### Clock nets, run 1

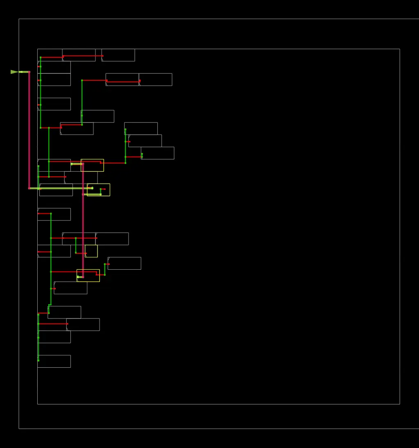
### Met2 routing, run 1

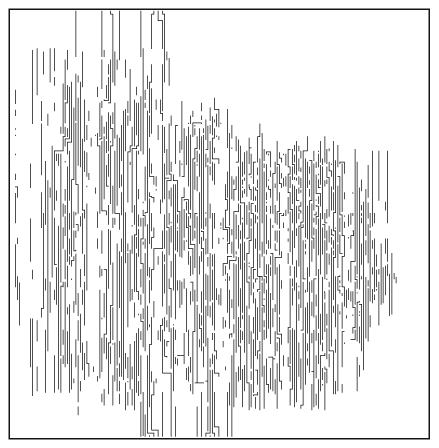
### Placement by cell class, run 1

Bar = 20 um. Fill, decap, tap and diode cells in grey.
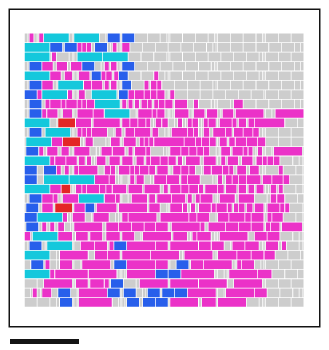
$ cat src/rtl/rr_bus_arbiter.sv
// rr_bus_arbiter: round-robin arbiter sharing one resource among up to NUM_REQ
// requesters. The owner keeps its grant until the resource pulses `done`.
// On release the arbiter picks the next owner in the same cycle, so grants can
// follow each other with no idle cycle in between. All outputs are registered.
//
// Optional feature, macro ARB_TIMEOUT_EN: a watchdog that forces a release
// after TIMEOUT_CYCLES busy cycles with no `done`. The forced release pulses
// `timeout`. If the macro is not defined, `timeout` is tied to 0.
//
// Ports:
//   clk        in   rising-edge clock
//   rst        in   synchronous active-high reset
//   req        in   [NUM_REQ]   request per requester
//   done       in   one-cycle pulse: current owner's transfer complete
//   gnt        out  [NUM_REQ]   one-hot grant, zero when idle
//   gnt_valid  out  high while any grant is active
//   sel        out  [SEL_WIDTH] index of the current or last owner (mux select)
//   timeout    out  one-cycle pulse on forced release (ARB_TIMEOUT_EN only)

module rr_bus_arbiter #(
    parameter int unsigned NUM_REQ        = 16,
    parameter int unsigned SEL_WIDTH      = 4,
    parameter int unsigned TIMEOUT_CYCLES = 64
) (
    input  logic                 clk,
    input  logic                 rst,
    input  logic [NUM_REQ-1:0]   req,
    input  logic                 done,
    output logic [NUM_REQ-1:0]   gnt,
    output logic                 gnt_valid,
    output logic [SEL_WIDTH-1:0] sel,
    output logic                 timeout
);

    // Reject configurations that cannot work.
    if (NUM_REQ < 2 || NUM_REQ > (1 << SEL_WIDTH)) begin : g_bad_num_req
        $error("rr_bus_arbiter: NUM_REQ must be in 2..2**SEL_WIDTH");
    end
    if (TIMEOUT_CYCLES < 1) begin : g_bad_timeout
        $error("rr_bus_arbiter: TIMEOUT_CYCLES must be at least 1");
    end

    typedef enum logic [0:0] {StIdle, StBusy} state_e;

    state_e               state;
    logic [SEL_WIDTH-1:0] ptr;       // requester with the highest priority

    logic                 win_found;
    logic [SEL_WIDTH-1:0] win_idx;
    logic [NUM_REQ-1:0]   win_onehot;
    logic [SEL_WIDTH-1:0] next_ptr;
    int                   cand;

    logic                 release_now;  // owner gives up the grant at this edge
    logic                 arb_now;      // an arbitration decision is taken at this edge

    // Rotating priority search: ptr, ptr+1, ... NUM_REQ-1, 0, ... ptr-1.
    always_comb begin
        win_found  = 1'b0;
        win_idx    = '0;
        win_onehot = '0;
        cand       = 0;
        for (int i = 0; i < int'(NUM_REQ); i++) begin
            cand = int'(ptr) + i;
            if (cand >= int'(NUM_REQ)) begin
                cand = cand - int'(NUM_REQ);
            end
            if (!win_found && req[cand]) begin
                win_found = 1'b1;
                win_idx   = SEL_WIDTH'(cand);
            end
        end
        win_onehot[win_idx] = win_found;
    end

    // After a grant, the winner gets the lowest priority.
    always_comb begin
        if (win_idx == SEL_WIDTH'(NUM_REQ - 1)) begin
            next_ptr = '0;
        end else begin
            next_ptr = win_idx + 1'b1;
        end
    end

`ifdef ARB_TIMEOUT_EN
    localparam int unsigned CntW = (TIMEOUT_CYCLES > 2) ? $clog2(TIMEOUT_CYCLES) : 1;

    logic [CntW-1:0] cnt;
    logic            force_rel;

    // A `done` in the same cycle takes precedence, so no timeout pulse then.
    assign force_rel   = (state == StBusy) && !done && (cnt == CntW'(TIMEOUT_CYCLES - 1));
    assign release_now = (state == StBusy) && (done || force_rel);

    // The count restarts on every new grant. It stays at 0 while idle.
    always_ff @(posedge clk) begin
        if (rst) begin
            cnt     <= '0;
            timeout <= 1'b0;
        end else begin
            timeout <= force_rel;
            if (state == StIdle || release_now) begin
                cnt <= '0;
            end else begin
                cnt <= cnt + 1'b1;
            end
        end
    end
`else
    assign release_now = (state == StBusy) && done;
    assign timeout     = 1'b0;
`endif

    // While busy, new requests (and the owner dropping its req) are ignored
    // until release. `done` while idle has no effect.
    assign arb_now = (state == StIdle) || release_now;

    always_ff @(posedge clk) begin
        if (rst) begin
            state     <= StIdle;
            ptr       <= '0;
            gnt       <= '0;
            gnt_valid <= 1'b0;
            sel       <= '0;
        end else if (arb_now) begin
            if (win_found) begin
                state     <= StBusy;
                gnt       <= win_onehot;
                gnt_valid <= 1'b1;
                sel       <= win_idx;
                ptr       <= next_ptr;
            end else begin
                // `sel` holds the last owner so the mux output stays stable.
                state     <= StIdle;
                gnt       <= '0;
                gnt_valid <= 1'b0;
            end
        end
    end

endmodule

$ cat config.mk
export PLATFORM = sky130hd
export DESIGN_NAME = rr_bus_arbiter
export DESIGN_NICKNAME = d
export VERILOG_FILES = /design/src/rtl/rr_bus_arbiter.sv
export SDC_FILE = /design/constraint.sdc
export NUM_CORES = 1
export LEC_CHECK = 0
export CAP_MARGIN = 20
export CORE_AREA = 4 4 85 87
export CTS_BUF_LIST = sky130_fd_sc_hd__clkbuf_4 sky130_fd_sc_hd__clkbuf_8 sky130_fd_sc_hd__clkbuf_16
export DETAILED_ROUTE_END_ITERATION = 7
export DIE_AREA = 0 0 89 91
export GPL_ROUTABILITY_DRIVEN = 0
export PLACE_DENSITY = 0.86
export SYNTH_ARGS = -nofsm -noshare
export SYNTH_HDL_FRONTEND = slang
export SYNTH_SLANG_ARGS = --single-unit
$ cat constraint.sdc
create_clock -name clk -period 8.35 [get_ports clk]
set_input_delay 1.2525 -clock clk [delete_from_list [all_inputs] [get_ports clk]]
set_output_delay 1.2525 -clock clk [all_outputs]
set_load 0.05 [all_outputs]
==> reports/qor.yml, run 1 <==
outcome:
  status: "completed"
place:
  dp.final_hpwl_um: 8660
  port-buffer-count: 39
global_route:
  track_usage_pct: 29.0
  grt_pass1_wl_um: 18800
timing:
  hold_viol_final: 0
  worst_pin_slew_ns: 1.02
  setup_violations: 0
  period_needed_ns: 6.08
route:
  ant_nets: 0
  wire_per_inst_um: 22.8
  drtPass1Iterations: 6
final_layout:
  lay_top_count: "nor2_1"
  final_nets: 464
  num-fill-cells: 495
synthesis:
  avgSynthCellArea_um2: 9.17
  yosys_area_um2: 3760
  ys_cells: 410
  synth-compound-area-share_pct: 21.3
  ff_type: "dfxtp_1"
  synthArstFlopShare_pct: 0
floorplan:
  die_w_um: 89
hold_path:
  min_path_type: "flop to flop"
setup_path:
  endpoint: "ptr[3]"
  critPathRequiredTime_ns: 8.52
  critPathLaunchType: "flop"
  worstSetupStartpoint: "ptr[2]"
  worst_path_max_delay_cell: "dfxtp_1"
clock_network:
  clk_pin_slew_worst_paths_ns: 0.09
  clock-root-buffer: "clkbuf_8"
  post-cts-setup-buffers: 0
  cts_resized: 0
Notes on 'Clock nets' above:
clk_skew: 0.00710 ns

Notes on 'Met2 routing' above:
wire length on this layer	5430 um
main direction	vertical
longest straight run	57.1 um

Notes on 'Placement by cell class' above:
class	colour	cells
remaining buffers and delay cells	blue	44
registers	cyan	25
clock drivers and dummy loads	red	4
remaining logic cells	magenta	360
Core ar.: 6350 um2
fin area: 4190 um2
num rows: 29
Seq area share: 11.9%
Final Core Density: 66.0%

## run 1: flip-flops by register name, summed over array words and instances, names as in the netlist
register / flops
state: 1
ptr: 4
sel: 4
gnt: 16
## run 1: routing by layer
layer | up-vias | global-route usage [%] | share of wire [%]
li1 | 1673 | - | -
met1 | 1781 | 38.4 | 37
met2 | 313 | 44.4 | 47
met3 | 58 | 8.42 | 13
met4 | 0 | 11.3 | 3.8
met5 | - | 0 | 0
## run 1: worst reg2reg max path: stages (launching register included)
cell and delay (ns):
dfxtp_1 1.00, clkinv_1 0.61, ha_1 0.84, mux4_2 0.62, mux2_2 0.30, mux2i_2 0.28
nand3_2 0.23, nor4b_4 0.66, o21ai_0 0.17, o21ai_1 0.27, inv_1 0.16, ha_1 0.31
a21oi_1 0.22, o21ai_1 0.10, a221oi_2 0.22
## run 1: final cells by class
| class | instances | share of cell area [%] |
|---|---|---|
| repair buffers | 44 | 10.2 |
| flip-flops and latches | 25 | 11.9 |
| inverters | 10 | 0.896 |
| clock buffers | 3 | 0.986 |
| well taps | 77 | 2.30 |
| multi-input cells | 350 | 73.5 |
| clock inverters | 1 | 0.179 |
## run 1: synth_stat cells (4+ instances only)
cell	count
nor2_1	49
mux2i_1	36
nand2_1	32
mux4_2	29
dfxtp_1	25
a32oi_1	19
o21ai_0	19
mux2_2	16
a21oi_1	15
clkbuf_1	11
ha_1	11
nor3_1	9
a211oi_1	6
inv_1	6
nand3_1	6
xnor2_1	6
and2_1	5
and3_1	5
buf_2	5
buf_6	5
nand4_1	5
or2_2	4
==> run 1 -> run 2 <==
clock period = 6.15 ns   (was 8.35 ns; I/O delays follow)
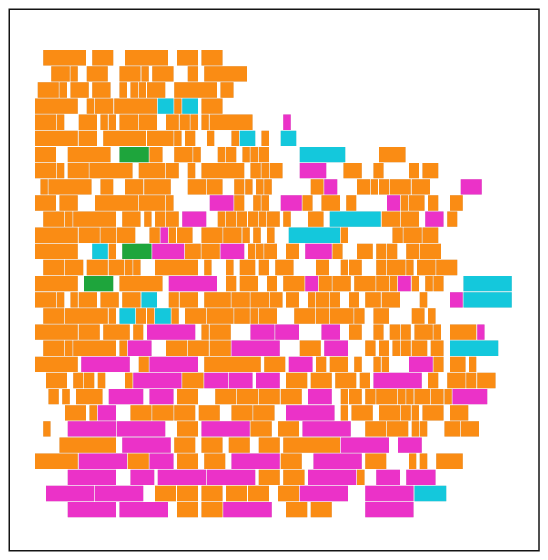
*Sizing map, run 2*
size	colour	cells
x6 and larger	green	3
x2	magenta	66
x3 and x4	cyan	15
x1 and smaller	orange	351
Non-CTS buffers: 46
fin area: 4200 um2

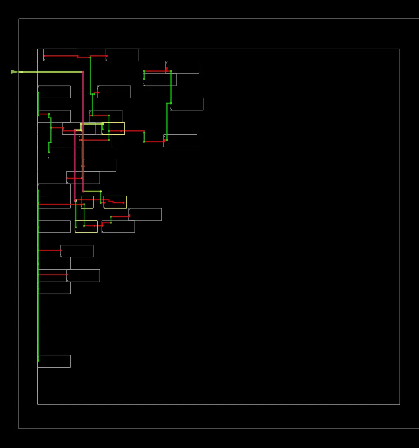
*Clock nets, run 2*
clk latency late pin: 0.28 ns
Clock Sinks: 25
clk_skew: 0.0134 ns
flop count: 25

==> run 2 against run 1 <==
  * Global-route usage is 0.58 points higher
  * Via count rose by 1.0%
  * Critical endpoint is now ptr[1]
  * Flip-flop count is the same
  * Fmax is 17% higher
  * Cell area is 0.36% higher
  * Register-to-register slack worse by 1.3 ns
  * Synthesized cell count did not move
  * Die size unchanged
  * Clock skew up 0.0063 ns
  * Area after synthesis did not move
  * Critical path depth up 1
==> reports/qor.yml, run 2 <==
outcome:
  status: "completed"
route:
  wire_per_inst_um: 23.2  # +1.6%
  routed-wl-met2_um: 5500  # +1.3%
  ant_nets: 0  # unchanged
  routed.top_layer: "met4"
  met1_length_um: 4630  # +8.6%
timing:
  hold_viol_final: 0  # unchanged
  period_needed_ns: 5.20  # -0.880 ns
  worst_pin_slew_ns: 0.929  # -0.0883 ns
  setup_violations: 0  # unchanged
synthesis:
  synth.most_common_cell: "nor2_1"
  avgSynthCellArea_um2: 9.17  # unchanged
  ff_type: "dfxtp_1"
  yosys_area_um2: 3760  # unchanged
  synth-compound-area-share_pct: 21.3  # unchanged
  yosys-top-cells-count: "nor2_1 (49), mux2i_1 (36), nand2_1 (32)"
clock_network:
  post-cts-setup-buffers: 0  # unchanged
  clk_pin_slew_worst_paths_ns: 0.09  # about the same
  clock-root-buffer: "clkbuf_8"
floorplan:
  rows: 29  # unchanged
  core_um2: 6350  # unchanged
global_route:
  grt_pass1_wl_um: 19200  # +2.2%
  track_usage_pct: 29.6  # +0.58 points
final_layout:
  post-route-util_pct: 66.2  # +0.24 points
  largestRegisters: "gnt (16), ptr (4), sel (4)"
  num-fill-cells: 486  # -1.8%
  largest_register_ffs: 16  # unchanged
  final_nets: 466  # +0.43%
  lay_top_count: "nor2_1"
hold_path:
  min_path_type: "flop to flop"
setup_path:
  critPathLaunchType: "flop"
-- run 2: cell types whose count changed in the layout (fill, tap and decap cells not counted), sizes merged --
cell  before  now
buf        5    7
-- run 2: final timing paths --
kind	startpoint	endpoint	slack, ns	cells past startpoint
max	ptr[0]	ptr[1]	0.95	15
min	gnt[15]	gnt[15]	0.49	2
max reg2reg	ptr[0]	ptr[1]	0.95	15
min reg2reg	gnt[15]	gnt[15]	0.49	2
-- run 2: logic make-up (layout without fill, tap and decap cells) --
logic type / count (synthesis) / in the layout
buf+inv: 35 / 60
fa+ha+maj: 11 / 11
flops: 25 / 25
other cells: 1 / 1
xor+xnor: 11 / 11
simple gates: 132 / 132
compound gates: 106 / 106
mux: 89 / 89
-- run 2: per-stage QoR --
step	instances	hold WS (ns)
floorplan	410	0.675
global placement	507	0.448
detailed placement	507	0.469
CTS	511	0.486
global route	512	0.501
finish	512	0.487
-- run 2: cell type report --
class | count | area share (%)
Inverter | 10 | 0.893
Sequential cell | 25 | 11.9
Tap cell | 77 | 2.29
Clock buffer | 3 | 0.982
Multi-Input combinational cell | 350 | 73.2
Clock inverter | 1 | 0.179
Timing Repair Buffer | 46 | 10.5
-- run 2: layer usage --
| metal | vias up | track usage, % |
|---|---|---|
| met5 | - | 0 |
| met4 | 0 | 9.55 |
| met3 | 54 | 7.06 |
| met2 | 297 | 45.0 |
| met1 | 1829 | 41.3 |
| li1 | 1684 | - |
